Design uart_rx_fifo_gen2, sky130hd; sources not shown.
### The metal 3 layer, run 1

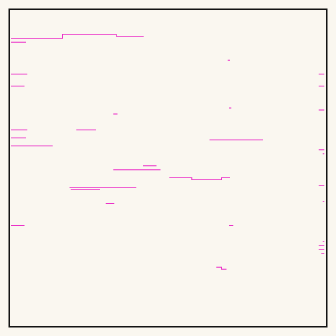
wire length on this layer: 211 um
share of all routed wire: 2.1%
Global Route met3 Usage: 2.652%
final WL: 10.19 mm
vias: 3,148

### Local utilization, run 1

The die is cut into 11 by 11 equal tiles; white is low, dark blue is high, 0 to 100% covered.
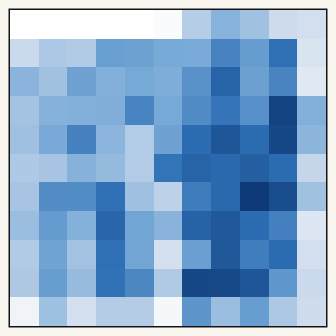
tiles over 75% full: 18%
nearly empty tiles: 4.1%
densest ninth of the die: right middle
fullest tile: 96%
mean over tiles: 49%
Finished Core Util: 56.80%
core box area: 10,420 um^2
FP Core Util: 48.74%

### Routed clock nets over the placement, run 1

Bar = 20 um.
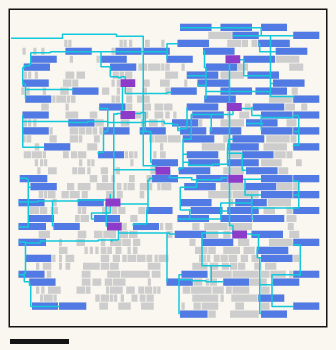
legend:
  flip-flops:
    color: blue
    count: 108
  cells driving clock nets:
    color: purple
    count: 9
  clock wires:
    color: cyan
    length: 1,320 um
routed clock nets: 10
Clk Latency, worst-skew pair: 0.37 ns
Fin Clk Skew: 0.01101 ns
clock share of power: 13.3%
Clock group: 956 uW

==> flow_summary.toml, run 1 <==
# implementation run metrics
[routing]
drtIter0Drc = 123
wl_met3_um = 210
drcViolationCount = 0
firstDrtPassIters = 4
antenna_left = 0
top_layer = "met4"

[final_timing]
grt_setup_unrepaired = "yes"
relSlewSlack_pct = 27.16
min_period_ns = 2.301
finalHoldViolCount = 0
worstMarginPinSlew_ns = 1.088
timing.fmax_mhz = 434.6
setup_tns_ns = 0
whs_ns = 0.09795

[clocking]
post-cts-setup-buffers = 4
clockRootBuffer = "clkbuf_8"
cts_tree = "built"
numCtsBuffers = 9
path_clk_slew_ns = 0.11
cts.sinks = 108

[synthesis]
synth-edff-count = 48
ys_area_um2 = 5077
ys.flops = 108
synth_area_um2 = 5077
ys.flop_type = "dfrtp_1"
synthCells = 411
postSynthSeqShare_pct = 58.03

[run]
cap_violations = 0
log.warning_count = 30

[worst_setup_path]
rrSetupSlack_ns = 0.30
cp_slowest_cell = "dfrtp_1"
crit_family = "flip-flops"
slowest_delay_ns = 0.44
critPathBufInv = 1
worstRegToRegCells = 10
worstPathCellList = "xor2_2, nor2_1, a21boi_2, ha_4, ha_4, xnor2_1, nand4_1, buf_6, mux2i_2, nor2_2"

[floorplan]
fp.dieArea_um2 = 11650
fp.dieW_um = 107.9
row_count = 37

[min_path]
hp-class = "in -> async"

[global_routing]
antenna_found_initial = 0

[power_and_ir_drop]
p_total_uw = 7199
peakVddDrop_uv = 669.1
p_per_area_nw_per_um2 = 1217

[cells_and_area]
drive_above_1_share_pct = 25.45

[outcome]
status = "finished, final reports clean"

[place]
place_congestion = 0.7899
run 1: cells in the mapped netlist (8+ instances only):
| cell | instances | area [um^2] |
|---|---|---|
| clkbuf_1 | 13 | 48.80 |
| mux4_2 | 12 | 270.3 |
| nand3_1 | 11 | 55.05 |
| mux2i_1 | 15 | 150.1 |
| nor2_1 | 37 | 138.9 |
| a21oi_1 | 9 | 45.04 |
| o21ai_0 | 8 | 40.04 |
| ha_1 | 14 | 175.2 |
| dfrtp_1 | 57 | 1426 |
| inv_1 | 20 | 75.07 |
| edfxtp_1 | 48 | 1441 |
| nand2_1 | 40 | 150.1 |
| xnor2_1 | 29 | 254.0 |
| nand4_1 | 8 | 50.05 |
| xor2_1 | 16 | 140.1 |
run 1: routing by layer:
metal,vias up,track usage [%]
li1,1507,-
met1,1594,25.43
met2,38,31.72
met3,9,2.652
met4,0,6.593
met5,-,0
run 1: cell usage in the layout, fill, tap and decap left out, types with 3 or more instances in the layout:
| cell type | Yosys | layout |
|---|---|---|
| dfrtp_1 | 57 | 55 |
| edfxtp_1 | 48 | 48 |
| nand2_1 | 40 | 40 |
| xnor2_1 | 29 | 26 |
| buf_4 | 2 | 25 |
| nor2_1 | 37 | 24 |
| inv_1 | 20 | 18 |
| xor2_1 | 16 | 13 |
| nor2_2 | 0 | 13 |
| mux4_2 | 12 | 12 |
| nand3_1 | 11 | 11 |
| mux2i_1 | 15 | 10 |
| ha_1 | 14 | 10 |
| a21oi_1 | 9 | 9 |
| clkbuf_8 | 0 | 9 |
| nand4_1 | 8 | 8 |
| o21ai_0 | 8 | 8 |
| nor2b_1 | 7 | 7 |
| nor3_1 | 7 | 6 |
| buf_6 | 0 | 5 |
| nor4_1 | 5 | 4 |
| o31ai_1 | 4 | 3 |
| o21a_1 | 3 | 3 |
| xor2_2 | 0 | 3 |
| mux2i_2 | 0 | 3 |
| and3_1 | 4 | 3 |
| ha_4 | 0 | 3 |
| buf_12 | 0 | 3 |
| dfstp_2 | 3 | 3 |
run 1: power breakdown:
part	switching (uW)	leakage, uW	internal (uW)
logic	1610	0.00108	1870
clock network	596	0.0000848	360
registers	470	0.00119	2290
total	2680	0.00235	4520
run 1: cell families after synthesis:
group / share of synthesized area, %
AND/OR/NAND/NOR: 12.91
flip-flops: 58.03
XOR/XNOR: 8.083
AND-OR/OR-AND: 5.668
buffers and inverters: 3.129
multiplexers: 8.723
adder cells (fa/ha/maj): 3.450
run 1: stage by stage:
| stage | cell area, um^2 | setup WS (ns) | std cells |
|---|---|---|---|
| floorplan | 5091 | 0.2972 | 411 |
| global placement | 5351 | 0.1266 | 550 |
| detailed placement | 5351 | 0.1195 | 550 |
| CTS | 5647 | 0.3069 | 572 |
| global route | 5917 | 0.1378 | 580 |
| finish | 5917 | 0.2992 | 580 |
run 1: layout make-up:
type / instances / area, um^2
multi-input combinational: 264 / 2187
inverter: 20 / 75.07
timing repair buffer: 36 / 359.1
clock buffer: 10 / 127.6
tap: 136 / 170.2
sequential: 108 / 2949
fill: 872 / 4499
clock inverter: 6 / 48.80
### Ports around the boundary, run 1

Pins as bars across the die edge, other pins in gray.
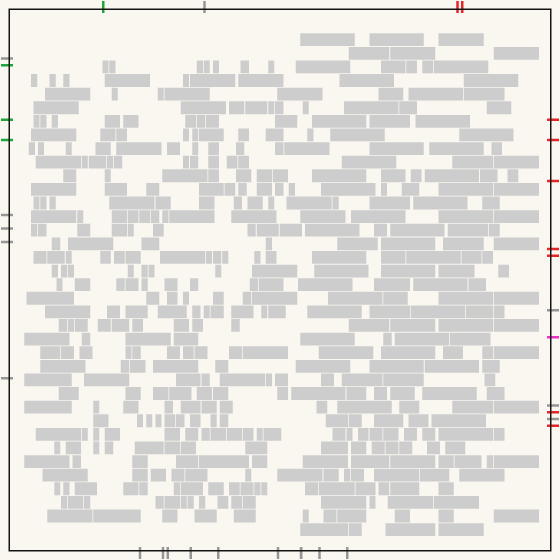

==> run 1 -> run 2 <==
--- a/config.mk
+++ b/config.mk
@@ -9,6 +9,7 @@
 export CELL_PAD_IN_SITES_GLOBAL_PLACEMENT = 1
 export CORE_MARGIN = 2
 export CORE_UTILIZATION = 47
+export CTS_CLUSTER_SIZE = 12
 export DETAILED_ROUTE_END_ITERATION = 7
 export DONT_BUFFER_PORTS = 1
 export PLACE_DENSITY_LB_ADDON = 0.1
==> constraint.sdc (replaced) <==
create_clock -name CLK -period 2.02 [get_ports CLK]
set_input_delay 0.404 -clock CLK [delete_from_list [all_inputs] [get_ports CLK]]
set_output_delay 0.404 -clock CLK [all_outputs]
set_load 0.01 [all_outputs]
### Ports around the boundary, run 2

Pins as bars across the die edge, other pins in gray.
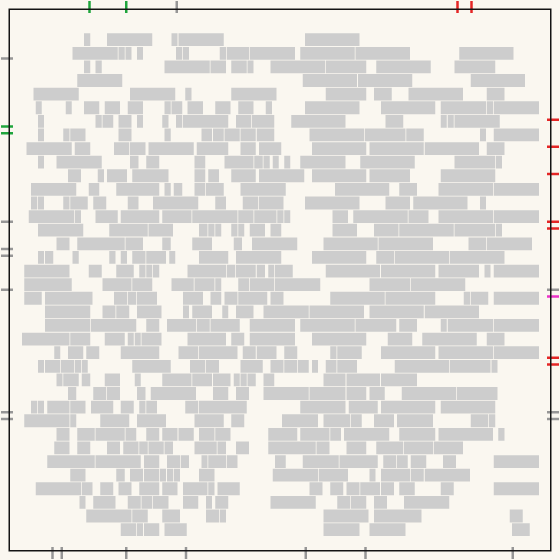
legend:
  Stp_Err:
    color: magenta
    pins: 1
    direction: output
    edge: right
  P_DATA:
    color: red
    pins: 9
    direction: output
    edge: 7 right, 2 top
  Data_Len:
    color: green
    pins: 4
    direction: input
    edge: 2 left, 2 top
all pins by edge: 11 right, 9 left, 7 bottom, 5 top
Port Buf Inserts: 0
Die Y: 107.9 um
Die X: 107.9 um

==> run 2 against run 1 <==
The run now ends with setup timing left. Critical path type unchanged. Via count increased by 4.8%. Clock skew increased by 0.012 ns. Sequential share of layout area decreased by 5.1 points.
==> flow_summary.toml, run 2 <==
# implementation run metrics
[synthesis]
synth_area_um2 = 5077
top_cell_area_share_pct = 28.39
synthTopCellsByCount = "57 x dfrtp_1, 48 x edfxtp_1, 40 x nand2_1"
yosysTopAreaCell = "edfxtp_1"
ys.flop_type = "dfrtp_1"
ys_area_um2 = 5077
ys.flops = 108
synth-edff-count = 48
synthTopCellsByArea = "edfxtp_1 28%, dfrtp_1 28%, mux4_2 5.3%"
synthCells = 411
postSynthSeqShare_pct = 58.03

[final_timing]
fin_worst_skew_ns = 0.02284
setup-violations-final = 13
finalHoldViolCount = 0
timing.fmax_mhz = 455.5
worstMarginPinSlew_ns = 0.5242
grt_setup_unrepaired = "yes"
min_period_ns = 2.195
postLayoutSetupSlackWorst_ns = -0.1753

[routing]
drtIter0Drc = 146
firstDrtPassIters = 4
drcViolationCount = 0

[floorplan]
coreArea_um2 = 10420
fp_util_pct = 48.74
fp.dieArea_um2 = 11650
row_count = 37

[worst_setup_path]
worstPathCellList = "xor2_2, nor2_1, a21boi_2, ha_4, ha_4, xnor2_2, nand4_1, buf_6, buf_12, mux2i_1, nor2_1"
worstRegToRegCells = 11
crit_family = "flip-flops"
rrSetupSlack_ns = -0.18
cp_slowest_cell = "dfrtp_2"
critPathBufInv = 2

[cells_and_area]
mostFrequentLayoutCells = "53 x dfrtp_1, 48 x edfxtp_1, 41 x buf_4"
mostFrequentLayoutCell = "dfrtp_1"
drive_above_1_share_pct = 35.77
seq_area_um2 = 2952
instances_no_fill = 614
fillers = 812
design_area_um2 = 6593

[outcome]
violations = "setup timing"
status = "finished with violations"

[place]
dp.cells = 577
place_congestion = 0.8100
pre_cts_slack_ns = -0.2758

[power_and_ir_drop]
peakVddDrop_uv = 662.8
p_per_area_nw_per_um2 = 1493
p_total_uw = 9840

[min_path]
hp-class = "in -> reg"

[run]
cap_violations = 0

[clocking]
path_clk_slew_ns = 0.12
cts_tree = "built"
numCtsBuffers = 9
clockRootBuffer = "clkbuf_8"
clock_latency_ns = 0.37
### The metal 3 layer, run 2

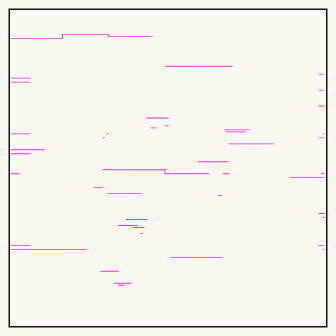
wire length on this layer: 319 um
main direction: horizontal
nets with wire on the layer: 33
vias: 3,299
Global Route met3 Usage: 3.496%
final WL: 10.86 mm

[run 2: worst reg2reg max path, cell delays in order, from the launching register on]
cell	delay, ns
dfrtp_2	0.44
xor2_2	0.22
nor2_1	0.09
a21boi_2	0.20
ha_4	0.17
ha_4	0.21
xnor2_2	0.13
nand4_1	0.11
buf_6	0.13
buf_12	0.13
mux2i_1	0.23
nor2_1	0.06
[run 2: repair_timing]
action,4_1_cts,5_1_grt
gates cloned,3,1
setup endpoints to repair,91,96
hold endpoints to repair,17,1
setup buffers,9,6
gates resized,46,26
pin swaps,23,17
hold buffers,1,1
[run 2: metal layers]
layer	GRT usage (%)	vias up	routed length (um)
met3	3.496	13	318
met5	0	-	0
li1	-	1579	-
met2	35.80	58	5818
met4	4.396	0	118
met1	25.26	1649	4606
[run 2: final cells by class]
type / count / share of cell area, %
sequential: 108 / 44.77
multi-input combinational: 266 / 36.91
timing repair buffer: 68 / 10.89
tap: 136 / 2.581
clock buffer: 9 / 1.879
clock inverter: 7 / 1.537
inverter: 20 / 1.423
[run 2: report_power, final]
group | total, uW | internal, uW | switching, uW
clock network | 1420 | 616 | 804
logic | 4970 | 2620 | 2350
registers | 3450 | 2950 | 497
total | 9840 | 6190 | 3650
[run 2: cell families after synthesis]
kind of cell / share of synthesized area [%]
and+or+nand+nor: 12.91
DFF: 58.03
xor gates and xnor gates: 8.083
AOI/OAI and AO/OA: 5.668
buffers and inverters: 3.129
muxes: 8.723
adders and majority gates: 3.450
[run 2: stage by stage]
step	hold slack, ns	setup TNS (ns)	utilization [%]
global placement	0.2950	-2.930	55.57
CTS	0.01172	-2.667	61.14
global route	0.1131	-3.630	63.29
detailed placement	0.3035	-4.708	55.57
floorplan	0.3452	-1.984	-
finish	0.1265	-2.017	63.29
Power figures rest on the tool's default switching activity, not on a simulated workload.
